`config.mk`:
```
export PLATFORM = sky130hd
export DESIGN_NAME = posit_weight_serializer
export DESIGN_NICKNAME = d
export VERILOG_FILES = /design/src/rtl/posit_weight_serializer.sv
export SDC_FILE = /design/constraint.sdc
export NUM_CORES = 1
export LEC_CHECK = 0
export ABC_AREA = 1
export CAP_MARGIN = 20
export CORE_AREA = 2 2 78 80
export DETAILED_ROUTE_END_ITERATION = 6
export DIE_AREA = 0 0 80 82
export PLACE_DENSITY_LB_ADDON = 0.25
export RECOVER_POWER = 25
export SYNTH_ARGS = -nofsm -noshare
export SYNTH_HDL_FRONTEND = slang
export SYNTH_SLANG_ARGS = --single-unit
```
`constraint.sdc`:
```
create_clock -name clk -period 3.6 [get_ports clk]
set_input_delay 0.72 -clock clk [delete_from_list [all_inputs] [get_ports clk]]
set_output_delay 0.72 -clock clk [all_outputs]
set_load 0.05 [all_outputs]
```
`src/rtl/posit_weight_serializer.sv`:
```
// Bit-serial posit weight transmitter: FIFO-buffered parallel words are shifted out
// MSB-first, one bit per cycle, with a precision-load strobe for the multiplier lanes.
module posit_weight_serializer #(
    parameter int MAX_PREC = 8,
    parameter int DEPTH    = 4
) (
    input  logic                clk,
    input  logic                rst,
    input  logic                cfg_en,
    input  logic [3:0]          cfg_prec,
    input  logic                in_valid,
    output logic                in_ready,
    input  logic [MAX_PREC-1:0] in_data,
    output logic                out_w,
    output logic                out_valid,
    output logic                out_set,
    output logic [3:0]          out_precision,
    output logic                busy,
    output logic                err
);

    localparam int AW = (DEPTH > 1) ? $clog2(DEPTH) : 1;

    typedef enum logic {S_IDLE, S_SHIFT} state_t;

    state_t              r_state;
    state_t              w_state_nxt;

    logic [MAX_PREC-1:0] r_mem [DEPTH];
    logic [AW-1:0]       r_wptr;
    logic [AW-1:0]       r_rptr;
    logic [AW:0]         r_count;

    logic [3:0]          r_prec;
    logic [3:0]          r_bit_cnt;
    logic [MAX_PREC-1:0] r_shift;
    logic                r_configured;
    logic                r_set_pend;
    logic                r_out_set;
    logic                r_out_w;
    logic                r_out_valid;
    logic                r_err;
    logic [3:0]          r_out_precision;

    logic                w_full;
    logic                w_empty;
    logic                w_push;
    logic                w_pop;
    logic                w_last;
    logic                w_cfg_ok;
    logic [3:0]          w_sh;
    logic [MAX_PREC-1:0] w_aligned;

    assign w_full   = (r_count == (AW+1)'(DEPTH));
    assign w_empty  = (r_count == '0);
    assign busy     = (r_state == S_SHIFT) | ~w_empty;
    assign in_ready = r_configured & ~w_full & ~r_out_set;
    assign w_push   = in_valid & in_ready;
    assign w_last   = (r_bit_cnt == (r_prec - 4'd1));
    assign w_cfg_ok = cfg_en & ~busy & (cfg_prec >= 4'd2) & (cfg_prec <= 4'(MAX_PREC));

    // Left-align the head word so its sign bit sits at the shift register MSB.
    assign w_sh      = 4'(MAX_PREC) - r_prec;
    assign w_aligned = r_mem[r_rptr] << w_sh;

    assign out_w         = r_out_w;
    assign out_valid     = r_out_valid;
    assign out_set       = r_out_set;
    assign out_precision = r_out_precision;
    assign err           = r_err;

    always_ff @(posedge clk or negedge rst) begin
        if (!rst) begin
            r_state <= S_IDLE;
        end else begin
            r_state <= w_state_nxt;
        end
    end

    // The pending-set cycle also blocks a pop so out_valid stays low under out_set.
    always_comb begin
        w_state_nxt = r_state;
        w_pop       = 1'b0;
        case (r_state)
            S_IDLE: begin
                if (!w_empty && !r_out_set && !r_set_pend) begin
                    w_pop       = 1'b1;
                    w_state_nxt = S_SHIFT;
                end
            end
            S_SHIFT: begin
                if (w_last) begin
                    if (!w_empty) begin
                        w_pop = 1'b1;
                    end else begin
                        w_state_nxt = S_IDLE;
                    end
                end
            end
            default: w_state_nxt = S_IDLE;
        endcase
    end

    always_ff @(posedge clk) begin
        if (w_push) begin
            r_mem[r_wptr] <= in_data;
        end
        if (w_pop) begin
            r_shift <= w_aligned << 1;
        end else begin
            r_shift <= r_shift << 1;
        end
    end

    always_ff @(posedge clk or negedge rst) begin
        if (!rst) begin
            r_wptr          <= '0;
            r_rptr          <= '0;
            r_count         <= '0;
            r_bit_cnt       <= '0;
            r_out_w         <= 1'b0;
            r_out_valid     <= 1'b0;
            r_prec          <= '0;
            r_configured    <= 1'b0;
            r_set_pend      <= 1'b0;
            r_out_set       <= 1'b0;
            r_out_precision <= '0;
            r_err           <= 1'b0;
        end else begin
            if (w_push) begin
                r_wptr <= r_wptr + AW'(1);
            end
            if (w_pop) begin
                r_rptr <= r_rptr + AW'(1);
            end
            case ({w_push, w_pop})
                2'b10:   r_count <= r_count + (AW+1)'(1);
                2'b01:   r_count <= r_count - (AW+1)'(1);
                default: r_count <= r_count;
            endcase

            if (w_pop) begin
                r_bit_cnt <= '0;
            end else if (r_state == S_SHIFT) begin
                r_bit_cnt <= r_bit_cnt + 4'd1;
            end

            if (w_pop) begin
                r_out_w <= w_aligned[MAX_PREC-1];
            end else if ((r_state == S_SHIFT) && !w_last) begin
                r_out_w <= r_shift[MAX_PREC-1];
            end else begin
                r_out_w <= 1'b0;
            end
            r_out_valid <= w_pop | ((r_state == S_SHIFT) & ~w_last);

            if (w_cfg_ok) begin
                r_prec       <= cfg_prec;
                r_configured <= 1'b1;
            end
            r_set_pend <= w_cfg_ok;
            r_out_set  <= r_set_pend;
            if (r_set_pend) begin
                r_out_precision <= r_prec;
            end
            r_err <= cfg_en & ~w_cfg_ok;
        end
    end

endmodule

```
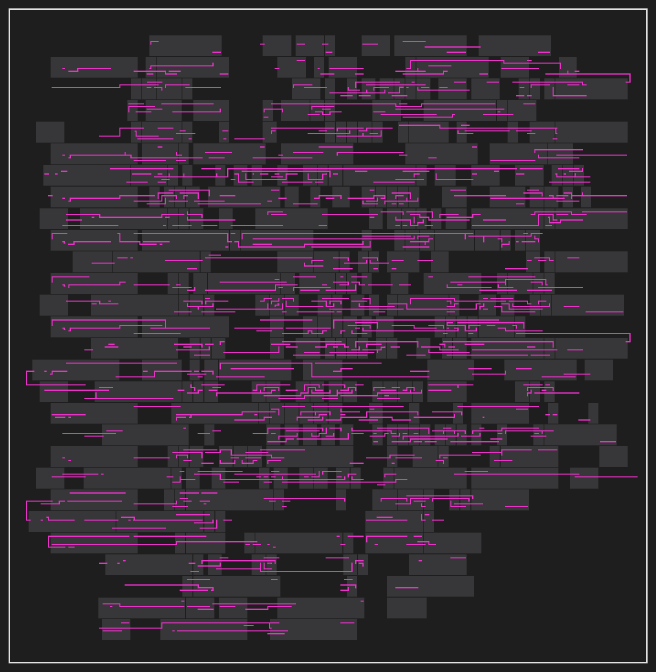
(run_1/m1.png)
Cells faint in the background.
- longest straight run: 36.3 um
- share of all routed wire: 44%
- wire length on this layer: 2580 um
- nets with wire on the layer: 344
Global Route met1 Usage: 25.2%
wire length after detailed routing: 5.88 mm

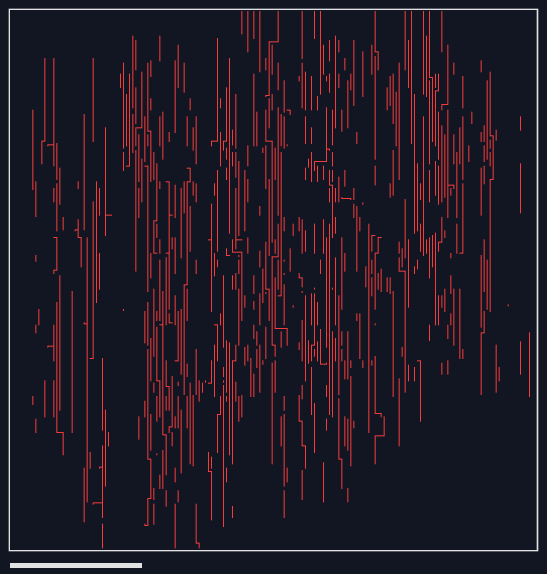
(run_1/m2.png)
Scale bar: 20 um.
- main direction: vertical
- share of all routed wire: 49%
- longest straight run: 40.1 um
global-route track usage on met2: 33.0%
via count of the routed design: 2191

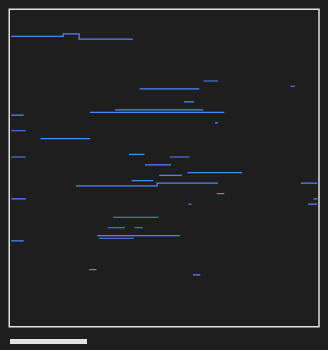
(run_1/m3.png)
Scale bar: 20 um.
- nets with wire on the layer: 24
- main direction: horizontal
- longest straight run: 34.5 um
- share of all routed wire: 4.7%
met3 layer usage reported by global route: 4.40%

==> impl_metrics.ini, run 1 <==
; implementation run metrics
[setup_path]
rr_endpoint = r_count[2]
cp.arrival_ns = 3.35
path_max_fanout = 16
critical_path.top_delay_family = adder cells
timing.reg2reg.worst_path_depth = 15
cp-start-kind = flop
cp_cell_sequence = inv_2 > ha_1 > inv_6 > nand2_1 > nand2_1 > nand3_1 > nor2_2 > nand3_4 > nand2_8 > ha_1 > inv_1 > fa_1 > a21oi_1 > o21ai_0 > xor2_1
ff2ff_setup_slack_ns = 0.47
crit_start = r_prec[0]
end_kind = flop
cpPeakStageDelay_ns = 0.51
cp.buffers_inverters = 3

[logic_synthesis]
post_synth_instance_area_mm2 = 0.00304
top_area_share_pct = 31.6
flop_cell = sky130_fd_sc_hd__edfxtp_1
yosys.area_share.adder_pct = 3.95
synth-area-yosys_mm2 = 0.00304
yosysWarningCount = 0
avgSynthCellArea_um2 = 9.44
synth_area_leader_cell = sky130_fd_sc_hd__edfxtp_1
netlist_logic_family_top = simple AND/OR/NAND/NOR gates
synth-seq-cells = 65
ys_cells = 322
synth.area.mux_share_pct = 0
synth-edff-count = 32
post_synth_num_cell_types = 29

[die]
floorplan.die.height_um = 82
floorplan.initialDensity_pct = 52.9

[sta]
setup_slack_ns = 0.475
setup_viol = 0
finalHoldWorstSlack_ns = 0.436
period_minus_slack_ns = 3.13
achievable-frequency_ghz = 0.320
maxSlewViolCount = 0
skew_ns = 0.00481

[power_and_ir_drop]
power.share.combinational_pct = 46.0
switching_share_pct = 42.8
comb_power_uw = 1560
p_int_uw = 1950
leakagePower_uw = 0.00155
switchingPower_uw = 1460
p_clk_uw = 729
power.group.top = combinational cells
seqPwrFrac_pct = 32.6

[layout]
n_clock_buffer = 9
design.final.nets = 377
layout.non_clock_buffers = 27
seq_area_share_pct = 49.0
multiInputCombCellCount = 217
largest-register = r_mem
signal_buffer_area_fraction_pct = 7.31
finish.instance_area_mm2 = 0.00358
diodes = 0
instances_no_fill = 432
filler_cell_count = 496

[clock_network]
cts_resized = 0
ctsHoldBuffers = 0
clk_latency_late_pin_ns = 0.34
htree_num_levels = 3
post_cts_buffers = 0
cts-root-buf = sky130_fd_sc_hd__clkbuf_8
numCtsBuffers = 9

[detailed_routing]
met2RoutedLength_mm = 2.89
detail_route.vias_per_cell = 5.07
metal3_wl_um = 277
drt.antenna.violating_nets = 0
wl_met1_mm = 2.58
wire_per_inst_um = 13.6
detail_route.first_pass.iterations = 4
dr.first_iter.drc_count = 160
route.detailed.drc = 0

[run_status]
run_status = completed

[placement]
gp_routability_congestion = 0.957
post-dp-hpwl_mm = 4.30
preCtsSetupSlack_ns = 0.489

[global_route]
grt_max_degree = 27
grt_pass1_wl_mm = 9.74
antenna_found_initial = 0

[job]
warning_count = 30

[hold_path]
hold_start = r_shift[2]
whs_endpoint = r_shift[3]
==> run_1/clock_nets.png <==
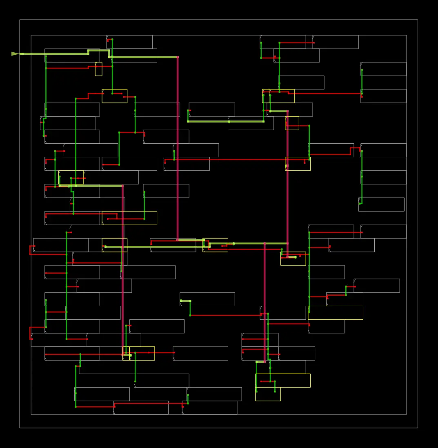

==> inputs of run 2 (changes only) <==
Settings changed: CORE_AREA 2 2 78 80 to 2 2 77 79, CTS_CLUSTER_SIZE from default to 28, DIE_AREA 0 0 80 82 to 0 0 79 81.
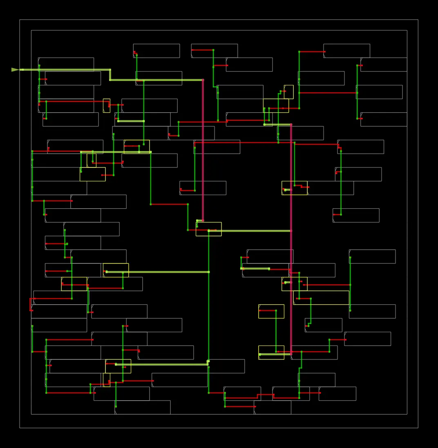
(run_2/clock_nets.png)
final clock skew: 0.00903 ns
Clock group: 618 uW
clk latency late pin: 0.34 ns
flip-flops: 65

==> run 2 against run 1 <==
Compared with the run above:
- clock power down 15%
- clock-buffer cell count increased by 4
- critical path depth unchanged
- global-route usage grew 0.98 points
- worst hold slack worse by 0.0065 ns
- critical path type unchanged
==> impl_metrics.ini, run 2 <==
; implementation run metrics
[run_status]
run_status = completed

[logic_synthesis]
yosysWarningCount = 0
synth-area-yosys_mm2 = 0.00304
synth_area_leader_cell = sky130_fd_sc_hd__edfxtp_1
top_area_share_pct = 31.6
synth.area.mux_share_pct = 0
yosys.area_share.adder_pct = 3.95
avgSynthCellArea_um2 = 9.44
netlist_logic_family_top = simple AND/OR/NAND/NOR gates
synth-seq-cells = 65
flop_cell = sky130_fd_sc_hd__edfxtp_1
synth-edff-count = 32
post_synth_num_cell_types = 29

[global_route]
grt_pass1_wl_mm = 10.2
globalRouteMet3Util_pct = 4.33
use_met1_pct = 27.7
grt_max_degree = 27
antenna_found_initial = 0

[sta]
setup_slack_ns = 0.474
maxSlewViolCount = 0
setup_viol = 0
achievable-frequency_ghz = 0.320
period_minus_slack_ns = 3.13

[hold_path]
whs_endpoint = r_shift[6]

[placement]
preCtsSetupSlack_ns = 0.507
gp_routability_congestion = 0.909
post-dp-hpwl_mm = 4.28

[clock_network]
numCtsBuffers = 9
post_cts_buffers = 0
cts_resized = 0
ctsHoldBuffers = 0
htree_num_levels = 3
cts-root-buf = sky130_fd_sc_hd__clkbuf_8

[layout]
instances_no_fill = 431
seq_area_share_pct = 49.6
filler_cell_count = 514
design.final.nets = 376
n_clock_buffer = 13
reg_top3 = r_mem: 32 flops, r_shift: 7 flops
layout.non_clock_buffers = 26
finish.instance_area_mm2 = 0.00353
largest-register = r_mem
signal_buffer_area_fraction_pct = 7.19
multiInputCombCellCount = 217

[detailed_routing]
route.detailed.drc = 0
detail_route.first_pass.iterations = 4
detail_route.vias_per_cell = 5.12
drt.antenna.violating_nets = 0
wire_per_inst_um = 13.7
met2RoutedLength_mm = 2.97
dr.first_iter.drc_count = 115
wl_met1_mm = 2.61
metal3_wl_um = 225

[power_and_ir_drop]
power.share.combinational_pct = 46.7
power.group.top = combinational cells
switchingPower_uw = 1450
switching_share_pct = 44.1
leakagePower_uw = 0.00154

[setup_path]
cp.arrival_ns = 3.35
crit_start = r_prec[0]
cp_cell_sequence = inv_2 > ha_1 > inv_6 > nand2_1 > nand2_1 > nand3_1 > nor2_2 > nand3_4 > nand2_8 > ha_1 > inv_1 > fa_1 > a21oi_1 > o21ai_0 > xor2_1
ff2ff_setup_slack_ns = 0.47
cp.buffers_inverters = 3
rr_endpoint = r_count[2]
critical_path.top_delay_family = adder cells
end_kind = flop
timing.reg2reg.worst_path_depth = 15
cpPeakStageDelay_ns = 0.51

[die]
floorplan.die.height_um = 81
floorplan.initialDensity_pct = 53.6

[job]
warning_count = 30
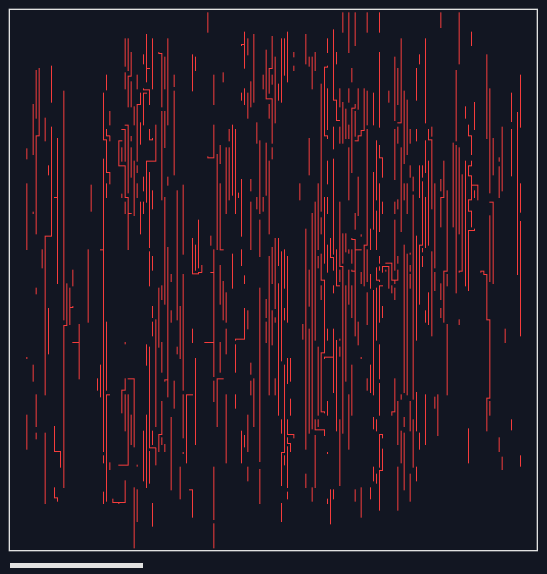
(run_2/m2.png)
Scale bar: 20 um.
- wire length on this layer: 2970 um
- nets with wire on the layer: 299
- longest straight run: 43.9 um
- share of all routed wire: 50%
global-route track usage on met2: 33.6%
via count of the routed design: 2206
wire length after detailed routing: 5.90 mm

Power and IR drop assume default switching activity.
